===== src/rtl/bin_to_bcd_seq_if.sv =====
// rtl/bin_to_bcd_seq_if.sv - start/busy/done handshake and result bundle for the BCD converter
interface bin_to_bcd_seq_if #(
    parameter int BIN_WIDTH = 27,
    parameter int DIGITS    = 8
);
    logic                  start;
    logic [BIN_WIDTH-1:0]  bin_in;
    logic                  busy;
    logic                  done;
    logic [4*DIGITS-1:0]   bcd_out;
    logic                  overflow;

    modport master (
        output start,
        output bin_in,
        input  busy,
        input  done,
        input  bcd_out,
        input  overflow
    );

    modport slave (
        input  start,
        input  bin_in,
        output busy,
        output done,
        output bcd_out,
        output overflow
    );
endinterface


===== src/rtl/bin_to_bcd_seq.sv =====
// rtl/bin_to_bcd_seq.sv - sequential double-dabble binary to packed BCD converter
module bin_to_bcd_seq #(
    parameter int BIN_WIDTH = 27,
    parameter int DIGITS    = 8
) (
    input  logic              clock,
    input  logic              reset,
    bin_to_bcd_seq_if.slave   cif
);
    localparam int BCD_W = 4 * DIGITS;
    localparam int SR_W  = BCD_W + BIN_WIDTH;
    localparam int CNT_W = $clog2(BIN_WIDTH + 1);

    function automatic logic [63:0] pow10(input int n);
        logic [63:0] r;
        r = 64'd1;
        for (int i = 0; i < n; i++) begin
            r = r * 64'd10;
        end
        return r;
    endfunction

    localparam logic [63:0] MAX_VAL = pow10(DIGITS) - 64'd1;

    typedef enum logic [1:0] {
        IDLE = 2'd0,
        CONV = 2'd1,
        DONE = 2'd2
    } state_t;

    state_t             state_q, state_d;
    logic [SR_W-1:0]    shift_q, shift_d;
    logic [CNT_W-1:0]   cnt_q, cnt_d;
    logic               ovf_pend_q, ovf_pend_d;
    logic [BCD_W-1:0]   bcd_q, bcd_d;
    logic               overflow_q, overflow_d;
    logic               done_q, done_d;
    logic [SR_W-1:0]    adj;
    logic [63:0]        bin_ext;

    assign bin_ext = 64'(cif.bin_in);

    always_ff @(posedge clock or posedge reset) begin
        if (reset) begin
            state_q    <= IDLE;
            shift_q    <= '0;
            cnt_q      <= '0;
            ovf_pend_q <= 1'b0;
            bcd_q      <= '0;
            overflow_q <= 1'b0;
            done_q     <= 1'b0;
        end else begin
            state_q    <= state_d;
            shift_q    <= shift_d;
            cnt_q      <= cnt_d;
            ovf_pend_q <= ovf_pend_d;
            bcd_q      <= bcd_d;
            overflow_q <= overflow_d;
            done_q     <= done_d;
        end
    end

    always_comb begin
        state_d    = state_q;
        shift_d    = shift_q;
        cnt_d      = cnt_q;
        ovf_pend_d = ovf_pend_q;
        bcd_d      = bcd_q;
        overflow_d = overflow_q;
        done_d     = 1'b0;
        adj        = shift_q;

        case (state_q)
            IDLE: begin
                if (cif.start) begin
                    shift_d    = {{BCD_W{1'b0}}, cif.bin_in};
                    cnt_d      = CNT_W'(BIN_WIDTH);
                    ovf_pend_d = (bin_ext > MAX_VAL);
                    state_d    = CONV;
                end
            end
            CONV: begin
                // Per-digit +3 correction is independent: no carry crosses a nibble.
                for (int k = 0; k < DIGITS; k++) begin
                    if (adj[BIN_WIDTH + 4*k +: 4] >= 4'd5) begin
                        adj[BIN_WIDTH + 4*k +: 4] = adj[BIN_WIDTH + 4*k +: 4] + 4'd3;
                    end
                end
                shift_d = {adj[SR_W-2:0], 1'b0};
                cnt_d   = cnt_q - CNT_W'(1);
                if (cnt_q == CNT_W'(1)) begin
                    state_d = DONE;
                end
            end
            DONE: begin
                bcd_d      = ovf_pend_q ? {BCD_W{1'b1}} : shift_q[SR_W-1 -: BCD_W];
                overflow_d = ovf_pend_q;
                done_d     = 1'b1;
                state_d    = IDLE;
            end
            default: begin
                state_d = IDLE;
            end
        endcase
    end

    assign cif.busy     = (state_q != IDLE);
    assign cif.done     = done_q;
    assign cif.bcd_out  = bcd_q;
    assign cif.overflow = overflow_q;
endmodule


===== src/flat_wrapper.sv =====
// flat-port wrapper written by rule: the top's interface ports become plain ports
module bin_to_bcd_seq_flat 
#(
    parameter int BIN_WIDTH = 27,
    parameter int DIGITS    = 8
)
  (clock, reset, cif_start, cif_bin_in, cif_busy, cif_done, cif_bcd_out, cif_overflow);
  bin_to_bcd_seq_if #(.BIN_WIDTH(BIN_WIDTH), .DIGITS(DIGITS)) cif_i ();
  input  logic clock;
  input  logic reset;
  input wire logic [$bits(cif_i.start)-1:0] cif_start;
  input wire logic [$bits(cif_i.bin_in)-1:0] cif_bin_in;
  output wire logic [$bits(cif_i.busy)-1:0] cif_busy;
  output wire logic [$bits(cif_i.done)-1:0] cif_done;
  output wire logic [$bits(cif_i.bcd_out)-1:0] cif_bcd_out;
  output wire logic [$bits(cif_i.overflow)-1:0] cif_overflow;
  assign cif_i.start = cif_start;
  assign cif_i.bin_in = cif_bin_in;
  assign cif_busy = cif_i.busy;
  assign cif_done = cif_i.done;
  assign cif_bcd_out = cif_i.bcd_out;
  assign cif_overflow = cif_i.overflow;
  bin_to_bcd_seq #(.BIN_WIDTH(BIN_WIDTH), .DIGITS(DIGITS)) u_core (.clock(clock), .reset(reset), .cif(cif_i));
endmodule

===== config.mk =====
export PLATFORM = sky130hd
export DESIGN_NAME = bin_to_bcd_seq_flat
export DESIGN_NICKNAME = d
export VERILOG_FILES = /design/src/rtl/bin_to_bcd_seq_if.sv /design/src/rtl/bin_to_bcd_seq.sv /design/src/flat_wrapper.sv
export SDC_FILE = /design/constraint.sdc
export NUM_CORES = 1
export LEC_CHECK = 0
export CAP_MARGIN = 20
export CORE_MARGIN = 8
export CORE_UTILIZATION = 42
export CTS_CLUSTER_SIZE = 14
export DETAILED_ROUTE_END_ITERATION = 10
export GPL_TIMING_DRIVEN = 0
export SLEW_MARGIN = 20
export SYNTH_ARGS = -nofsm -noshare
export SYNTH_HDL_FRONTEND = slang
export SYNTH_SLANG_ARGS = --single-unit

===== constraint.sdc =====
create_clock -name clock -period 8.7 [get_ports clock]
set_clock_uncertainty 0.2 [all_clocks]
set_input_delay 1.305 -clock clock [delete_from_list [all_inputs] [get_ports clock]]
set_output_delay 1.305 -clock clock [all_outputs]
set_load 0.05 [all_outputs]

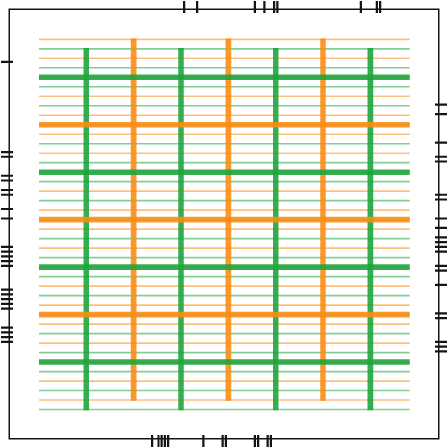
(run_1/floorplan.png)
Pins as bars on the die edge.
- VDD: orange
- VSS: green
- signal pins: 65
- rows: 39
- met5 straps: 7
- met4 straps: 7
Die Wd: 123 um
maximum vdd drop: 0.241 mV
core area: 11,300 sq um
Chip Height: 123 um

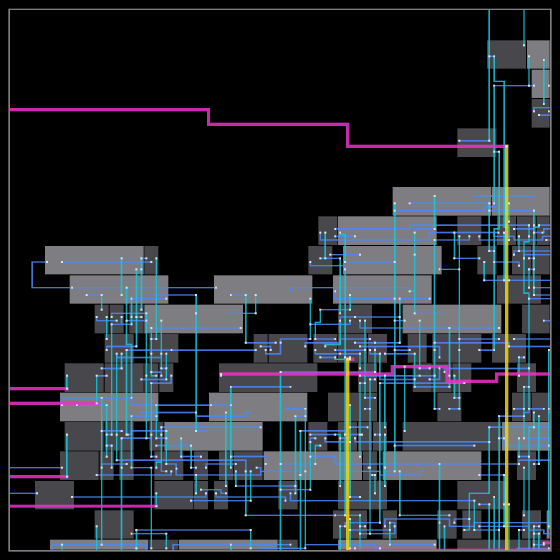
(run_1/closeup.png)
Region (6, 67) to (56, 117) um. Cells in gray, sequential cells in the stronger gray; small squares are vias.
- M4: yellow
- M3: magenta
- M2: cyan
- M1: blue
- cells with their middle in the window: 88
- sequential cells in the window: 15
- most frequent: dfrtp_1 (15), nand2_1 (13)
- netlist names of flops here include: u_core.shift_q (9), u_core.cnt_q (4), u_core.state_q (2)

==> results.tsv, run 1 <==
metric	value	unit
status	completed	
XOR/XNOR Fraction of Synth Area	1.65	%
M1 wire length	5060	um
grt met1 use	19.0	%
RSZ-0062 raised after global routing	no	
crit path launch	u_core.state_q[0]	
WP data required	7.19	ns
CP Launch Type	register	
Setup crit end kind	output pin	
ys async rst share	100	%
vias	3774	
dpl cells	709	
OpenROAD warnings	35	
mux share	2.33	%
post-DP HPWL	7950	um
routing usage on met2	25.1	%
drt total wl	10900	um
Critical Path Sink	cif_busy	
TNS Setup	0	ns
Mapped Area	4780	sq um
Cell Pwr Density	386	nW/um^2
worst slack, placed	5.57	ns
Clk pwr share	17.5	%
Simple Share, Synth	17.1	%
post-layout period usage	38.0	%
htree depth	3	
met3 usage	5.43	%
n_diodes	0	
Clk pin slew, worst setup/hold paths	0.07	ns
Top cells excl fill/tap	101 x dfrtp_1, 90 x nand2_1, 65 x o21ai_0	
R2R Setup Slk	6.81	ns
most used routing layer	met2	
global route overflow	0	
total design power	2.29	mW
Yosys warnings	0	
Hold-fix buffers, CTS	0	
maxcap violations	0	
Top cells by area	dfrtp_1 53%, nand2_1 7.1%, o21ai_0 6.8%	
worst r2r src	u_core.shift_q[43]	
Min-Delay Endpoint	u_core.cif.bcd_out[12]	
wire length per cell	15.1	um
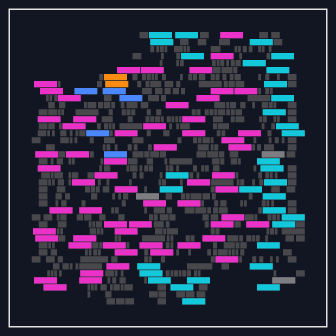
(run_1/ff_map.png)
Other sequential cells in the stronger gray, the rest of the logic in the fainter gray.
- u_core.state_q: orange (flops 2)
- u_core.cif.bcd_out: cyan (flops 32)
- u_core.cnt_q: blue (flops 5)
- u_core.shift_q: magenta (flops 59)

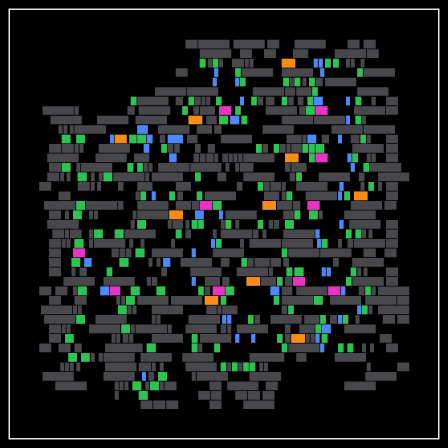
(run_1/gates.png)
- nor cells: blue (cells 49)
- mux cells: orange (cells 10)
- aoi and oai cells: green (cells 121)
- non-inverting ao/oa cells: magenta (cells 10)
Finished Layout Cells: 725
Top cell excl fill/tap: dfrtp_1
share of cell area taken by multi-input logic gates: 34.4%

==> run 1 -> run 2 <==
==> constraint.sdc (replaced) <==
create_clock -name clock -period 3.2 [get_ports clock]
set_clock_uncertainty 0.2 [all_clocks]
set_input_delay 0.48 -clock clock [delete_from_list [all_inputs] [get_ports clock]]
set_output_delay 0.48 -clock clock [all_outputs]
set_load 0.05 [all_outputs]
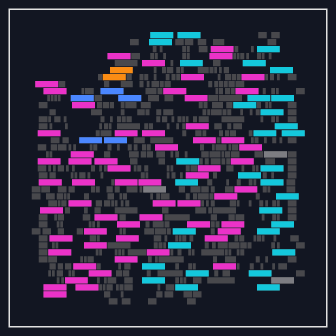
(run_2/ff_map.png)
Other sequential cells in the stronger gray, the rest of the logic in the fainter gray.
- u_core.shift_q: magenta (flops 59)
- u_core.cif.bcd_out: cyan (flops 32)
- u_core.cnt_q: blue (flops 5)
- u_core.state_q: orange (flops 2)
register area: 2530 sq um
flop share of the area: 42.2%

==> results.tsv, run 2 <==
metric	value	unit
XOR/XNOR Fraction of Synth Area	1.65	%
Yosys warnings	0	
wire length per cell	15.3	um
OpenROAD warnings	35	
post-layout period usage	77.2	%
Die Wd	123	um
total design power	6.22	mW
TNS Setup	0	ns
drt total wl	11100	um
worst r2r src	u_core.shift_q[35]	
grt met1 use	19.2	%
WP data required	2.52	ns
fin. max-slew vios	0	
global route overflow	0	
R2R Setup Slk	1.29	ns
most used routing layer	met2	
Top cell excl fill/tap	dfrtp_1	
Simple Share, Synth	17.1	%
Chip Height	123	um
routing usage on met2	26.6	%
Top cells excl fill/tap	101 x dfrtp_1, 90 x nand2_1, 65 x o21ai_0	
maximum vdd drop	0.403	mV
htree depth	3	
dpl cells	712	
CP Launch Type	register	
M1 wire length	5030	um
Setup crit end kind	output pin	
delay of the slowest critical-path stage	0.70	ns
Min-Delay Endpoint	u_core.shift_q[6]	
Clk pin slew, worst setup/hold paths	0.06	ns
worst slack, placed	0.895	ns
n_diodes	0	
met3 usage	2.81	%
stages on the worst setup path	2	
share of layout cells above drive strength 1	8.23	%
maxcap violations	0	
Clk pwr share	17.1	%
share of cell area taken by multi-input logic gates	34.0	%
core area	11300	sq um
crit path launch	u_core.state_q[0]	
Cell Pwr Density	1040	nW/um^2
RSZ-0062 raised after global routing	no	
post-DP HPWL	8160	um
status	completed	
Critical Path Sink	cif_busy	
==> run 2 -> run 3 <==
==> constraint.sdc (replaced) <==
create_clock -name clock -period 2.4 [get_ports clock]
set_clock_uncertainty 0.2 [all_clocks]
set_input_delay 0.36 -clock clock [delete_from_list [all_inputs] [get_ports clock]]
set_output_delay 0.36 -clock clock [all_outputs]
set_load 0.05 [all_outputs]
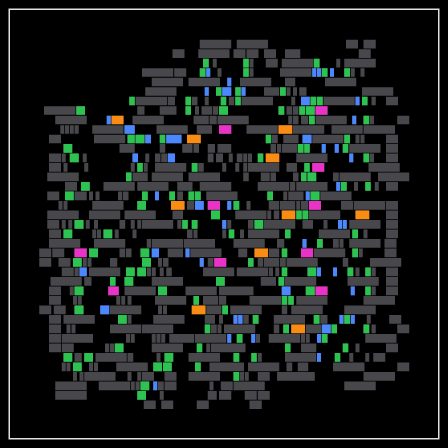
(run_3/gates.png)
- nor cells: blue (cells 49)
- aoi and oai cells: green (cells 121)
- non-inverting ao/oa cells: magenta (cells 10)
- mux cells: orange (cells 10)

==> results.tsv, run 3 <==
metric	value	unit
Chip Height	123	um
worst r2r src	u_core.shift_q[35]	
R2R Setup Slk	0.49	ns
Critical Path Sink	cif_busy	
Yosys warnings	0	
register area	2530	sq um
maxcap violations	0	
n_diodes	0	
post-layout period usage	97.9	%
total design power	8.29	mW
Top cell excl fill/tap	dfrtp_1	
htree depth	3	
WP data required	1.84	ns
Setup crit end kind	output pin	
ys async rst share	100	%
Top cells by area	dfrtp_1 53%, nand2_1 7.1%, o21ai_0 6.8%	
stages on the worst setup path	2	
mux share	2.33	%
crit path launch	u_core.state_q[0]	
final setup fails	0	
maximum vdd drop	0.538	mV
status	completed	
vias	3820	
TNS Setup	0	ns
global route overflow	0	
Top cells excl fill/tap	101 x dfrtp_1, 90 x nand2_1, 65 x o21ai_0	
Finished Layout Cells	726	
wire length per cell	15.3	um
share of cell area taken by multi-input logic gates	34.0	%
most used routing layer	met2	
grt met1 use	19.2	%
post-DP HPWL	8160	um
worst slack, placed	0.215	ns
CP Launch Type	register	
Cell Pwr Density	1390	nW/um^2
Clk pin slew, worst setup/hold paths	0.06	ns
Clk pwr share	17.1	%
drt total wl	11100	um
Hold-fix buffers, CTS	0	
RSZ-0062 raised after global routing	no	
delay of the slowest critical-path stage	0.70	ns
XOR/XNOR Fraction of Synth Area	1.65	%
met3 usage	2.81	%
fin. max-slew vios	0	
OpenROAD warnings	35	
core area	11300	sq um
Power figures rest on the tool's default switching activity, not on a simulated workload.
